File: src/rtl/audio_sample_dac_if.sv
// Sample-source link: the DAC pulses sample_req to advance the source and
// reads its current offset-binary sample.
interface audio_sample_dac_if;
  logic        sample_req;
  logic [15:0] sample_in;

  modport master (output sample_req, input  sample_in);
  modport slave  (input  sample_req, output sample_in);
endinterface

File: src/rtl/audio_sample_dac.sv
// Sample-rate divider, volume/mute/ramp level control and first-order
// sigma-delta modulator driving a 1-bit audio pin.
module audio_sample_dac #(
  parameter int unsigned DIV       = 1250,
  parameter logic [15:0] RAMP_STEP = 16'h0040
) (
  input  logic                      clk,
  input  logic                      rst,
  input  logic                      enable,
  input  logic                      mute,
  input  logic [2:0]                volume,
  audio_sample_dac_if.master        src,
  output logic                      audio_out,
  output logic                      busy
);

  typedef enum logic [1:0] {OFF, RAMP_UP, RUN, RAMP_DOWN} state_t;

  state_t      state_q, state_d;
  logic [15:0] div_q, div_d;
  logic [15:0] level_q, level_d;
  logic [16:0] acc_q, acc_d;
  logic        req_q, req_d;
  logic        aout_q, aout_d;

  logic               tick;
  logic [16:0]        up_sum;
  logic signed [15:0] s_smp, a_smp;
  logic [15:0]        att;

  assign tick   = (div_q == 16'(DIV - 1));
  assign up_sum = {1'b0, level_q} + {1'b0, RAMP_STEP};

  // Offset binary -> two's complement, shift, and back; only consumed on a tick.
  assign s_smp = signed'(src.sample_in ^ 16'h8000);
  assign a_smp = s_smp >>> volume;
  assign att   = a_smp ^ 16'h8000;

  always_comb begin
    state_d = state_q;
    level_d = level_q;
    case (state_q)
      OFF: begin
        level_d = 16'h0000;
        if (enable) state_d = RAMP_UP;
      end
      RAMP_UP: begin
        if (tick) level_d = (up_sum > 17'h08000) ? 16'h8000 : up_sum[15:0];
        if (!enable)                  state_d = RAMP_DOWN;
        else if (level_q == 16'h8000) state_d = RUN;
      end
      RUN: begin
        if (tick) level_d = mute ? 16'h8000 : att;
        if (!enable) state_d = RAMP_DOWN;
      end
      RAMP_DOWN: begin
        if (tick) level_d = (level_q > RAMP_STEP) ? level_q - RAMP_STEP : 16'h0000;
        if (enable)                   state_d = RAMP_UP;
        else if (level_q == 16'h0000) state_d = OFF;
      end
      default: state_d = OFF;
    endcase
  end

  always_comb begin
    div_d  = tick ? 16'h0000 : div_q + 16'h0001;
    req_d  = tick && (state_q != OFF);
    acc_d  = {1'b0, acc_q[15:0]} + {1'b0, level_q};
    aout_d = acc_d[16];
  end

  always_ff @(posedge clk) begin
    if (rst) begin
      state_q <= OFF;
      div_q   <= '0;
      level_q <= '0;
      acc_q   <= '0;
      req_q   <= 1'b0;
      aout_q  <= 1'b0;
    end else begin
      state_q <= state_d;
      div_q   <= div_d;
      level_q <= level_d;
      acc_q   <= acc_d;
      req_q   <= req_d;
      aout_q  <= aout_d;
    end
  end

  assign src.sample_req = req_q;
  assign audio_out      = aout_q;
  assign busy           = (state_q != OFF);

endmodule

File: src/flat_wrapper.sv
// flat-port wrapper written by rule: the top's interface ports become plain ports
module audio_sample_dac_flat 
#(
  parameter int unsigned DIV       = 1250,
  parameter logic [15:0] RAMP_STEP = 16'h0040
)
  (clk, rst, enable, mute, volume, audio_out, busy, src_sample_req, src_sample_in);
  audio_sample_dac_if src_i ();
  input  logic clk;
  input  logic rst;
  input  logic enable;
  input  logic mute;
  input  logic [2:0] volume;
  output logic audio_out;
  output logic busy;
  output wire logic [$bits(src_i.sample_req)-1:0] src_sample_req;
  input wire logic [$bits(src_i.sample_in)-1:0] src_sample_in;
  assign src_sample_req = src_i.sample_req;
  assign src_i.sample_in = src_sample_in;
  audio_sample_dac #(.DIV(DIV), .RAMP_STEP(RAMP_STEP)) u_core (.clk(clk), .rst(rst), .enable(enable), .mute(mute), .volume(volume), .src(src_i), .audio_out(audio_out), .busy(busy));
endmodule
File: config.mk
export PLATFORM = sky130hd
export DESIGN_NAME = audio_sample_dac_flat
export DESIGN_NICKNAME = d
export VERILOG_FILES = /design/src/rtl/audio_sample_dac_if.sv /design/src/rtl/audio_sample_dac.sv /design/src/flat_wrapper.sv
export SDC_FILE = /design/constraint.sdc
export NUM_CORES = 1
export LEC_CHECK = 0
export CAP_MARGIN = 20
export CORE_ASPECT_RATIO = 2
export CORE_MARGIN = 2
export CORE_UTILIZATION = 25
export CTS_CLUSTER_DIAMETER = 30
export DETAILED_ROUTE_END_ITERATION = 7
export PLACE_DENSITY = 0.5
export SYNTH_ARGS = -nofsm -noshare
export SYNTH_HDL_FRONTEND = slang
export SYNTH_SLANG_ARGS = --single-unit
File: constraint.sdc
create_clock -name clk -period 6.49 [get_ports clk]
set_input_delay 1.298 -clock clk [delete_from_list [all_inputs] [get_ports clk]]
set_output_delay 1.298 -clock clk [all_outputs]
set_load 0.005 [all_outputs]
**Cell classes on the final placement**

Bar = 20 µm.
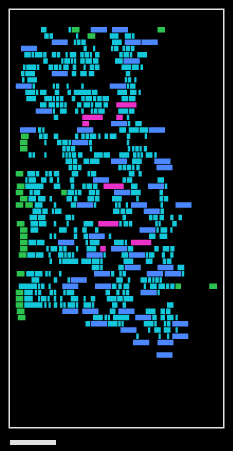
[blue] flip-flops | cells: 52 | share of their area: 25%
[cyan] all other logic | cells: 420 | share of their area: 65%
[green] other buffers and delay cells | cells: 27 | share of their area: 6.3%
[magenta] clock drivers and dummy loads | cells: 8 | share of their area: 3.6%
end-of-flow core utilization: 0.290
Seq/total area: 0.234

**Where the registers sit**

Bar = 20 µm.
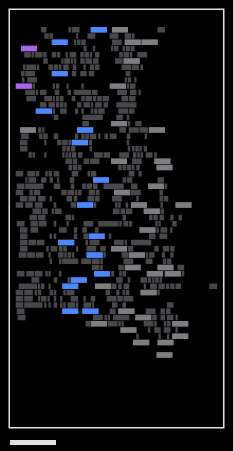
[purple] u_core.state_q | placed flops: 2
[blue] u_core.level_q | placed flops: 16
not colored: 34
Power Sequential: 357 µW
Storage cell area: 0.00104 mm²

**Selected gate families**

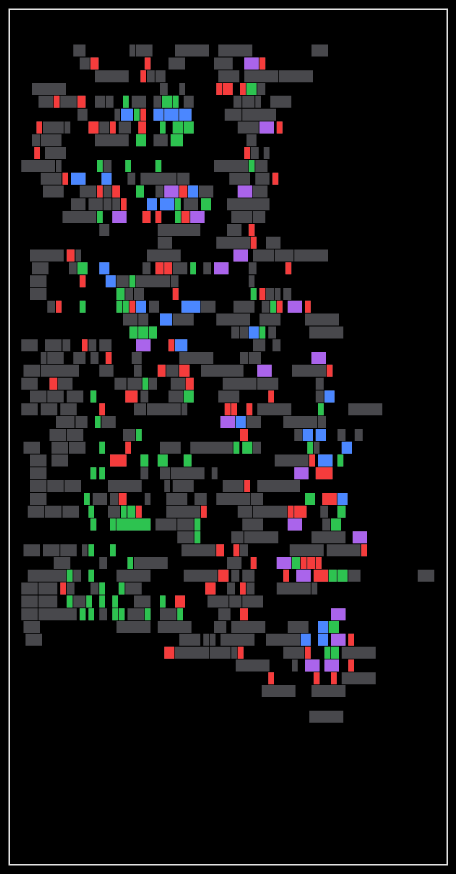
[red] NOR gates | cells: 88 | most used: nor2_1
[purple] XOR/XNOR gates | cells: 22 | most used: xnor2_1
[blue] AND and OR gates | cells: 26 | most used: or3_1
[green] NAND gates | cells: 84 | most used: nand2_1
share of cell area taken by multi-input logic gates: 0.599
leading cell type in the layout, fill and taps excluded: sky130_fd_sc_hd__nor2_1
count of placed standard cells in the final layout, fillers left out: 705

**Clock network drawn from the DEF**

Bar = 20 µm.
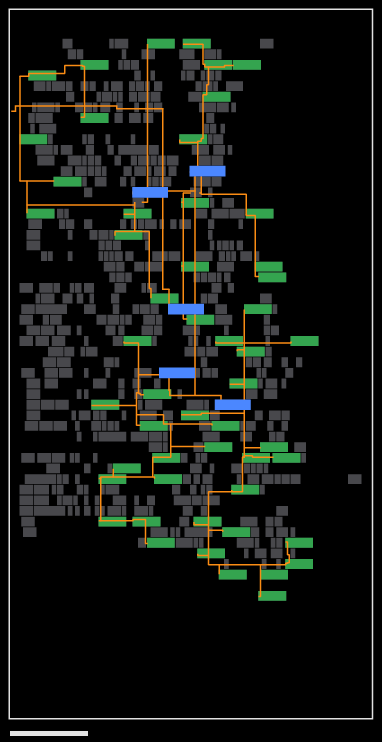
[orange] clock wires | length: 846 µm
[green] flip-flops | count: 52
[blue] cells driving clock nets | count: 5
routed clock nets: 6
clock network power: 281 µW
clock network power share: 0.265

-- per-stage QoR --
step                power [mW]  utilization  hold slack [ns]  worst slack [ns]  instances
floorplan                0.663            -            0.429              3.74        498
global placement         0.780        0.280            0.441              2.70        697
detailed placement       0.782        0.280            0.464              2.71        697
CTS                       1.07        0.290            0.480              3.05        705
global route              1.13        0.290            0.512              2.85        705
finish                    1.06        0.290            0.478              2.99        705
-- cell type report --
| cell class | count | area [µm²] |
|---|---|---|
| Fill cell | 1703 | 10900 |
| Clock buffer | 5 | 125 |
| Inverter | 22 | 82.6 |
| Clock inverter | 3 | 25.0 |
| Multi-Input combinational cell | 398 | 2670 |
| Timing Repair Buffer | 27 | 265 |
| Sequential cell | 52 | 1040 |
| Tap cell | 198 | 248 |
==> run_summary.xml <==
<?xml version="1.0" encoding="UTF-8"?>
<metrics>
  <group name="status">
    <metric name="status" unit="">completed</metric>
  </group>
  <group name="finish">
    <metric name="area_growth" unit="%">13.3</metric>
  </group>
  <group name="hold_path">
    <metric name="hold_class" unit="">flip-flop to flip-flop</metric>
  </group>
  <group name="synthesis">
    <metric name="synth.top_cells.by_count" unit="">sky130_fd_sc_hd__nor2_1 (57), sky130_fd_sc_hd__nand2_1 (56), sky130_fd_sc_hd__dfxtp_1 (52), sky130_fd_sc_hd__ha_1 (28)</metric>
    <metric name="syn-mean-instance-area" unit="µm²">7.89</metric>
    <metric name="async_set_or_reset_flop_fraction_in_the_synthesized_netlist" unit="">0</metric>
    <metric name="synth-edff-count" unit="">0</metric>
    <metric name="yosys.cell_types.count" unit="">65</metric>
    <metric name="synth_top_cell_by_area" unit="">sky130_fd_sc_hd__dfxtp_1</metric>
  </group>
  <group name="setup_path">
    <metric name="cp_num_buf_inv" unit="">1</metric>
    <metric name="critical_path_peak_fanout" unit="">18</metric>
    <metric name="reg2reg_to" unit="">u_core.acc_q[15]$_SDFF_PP0_</metric>
    <metric name="critical_path_depth" unit="">7</metric>
    <metric name="crit_path_start" unit="">volume[1]</metric>
    <metric name="path_cells" unit="">clkdlybuf4s50_1 -&gt; mux2i_1 -&gt; mux2i_1 -&gt; a22oi_1 -&gt; a2111oi_0 -&gt; a22oi_1 -&gt; o21ai_0</metric>
  </group>
  <group name="final_timing">
    <metric name="timing.final.hold_violations" unit="">0</metric>
    <metric name="maxClockFrequency" unit="GHz">0.285</metric>
    <metric name="drv_slew" unit="">0</metric>
    <metric name="grt_setup_unrepaired" unit="">no</metric>
    <metric name="tightest_slew" unit="ns">0.812</metric>
  </group>
  <group name="power">
    <metric name="fraction_of_power_consumed_by_sequential_logic" unit="">0.337</metric>
  </group>
  <group name="drt">
    <metric name="dr_total_vias" unit="">3646</metric>
    <metric name="routed_via_density" unit="">5.17</metric>
    <metric name="post-route-drc-count" unit="">0</metric>
  </group>
  <group name="place">
    <metric name="place.gp.congestion" unit="">0.881</metric>
  </group>
  <group name="clocking">
    <metric name="ctsHtreeMaxLevel" unit="">2</metric>
    <metric name="cts_post_setup_buffers_inserted" unit="">0</metric>
  </group>
  <group name="global_routing">
    <metric name="grt_first_pass_wirelength" unit="mm">17.6</metric>
    <metric name="groute.layer.met1.usage" unit="">0.128</metric>
  </group>
  <group name="floorplan">
    <metric name="io-pin-count" unit="">26</metric>
  </group>
  <group name="job">
    <metric name="max_cap_viol_count" unit="">0</metric>
  </group>
</metrics>
Power figures rest on the tool's default switching activity, not on a simulated workload.
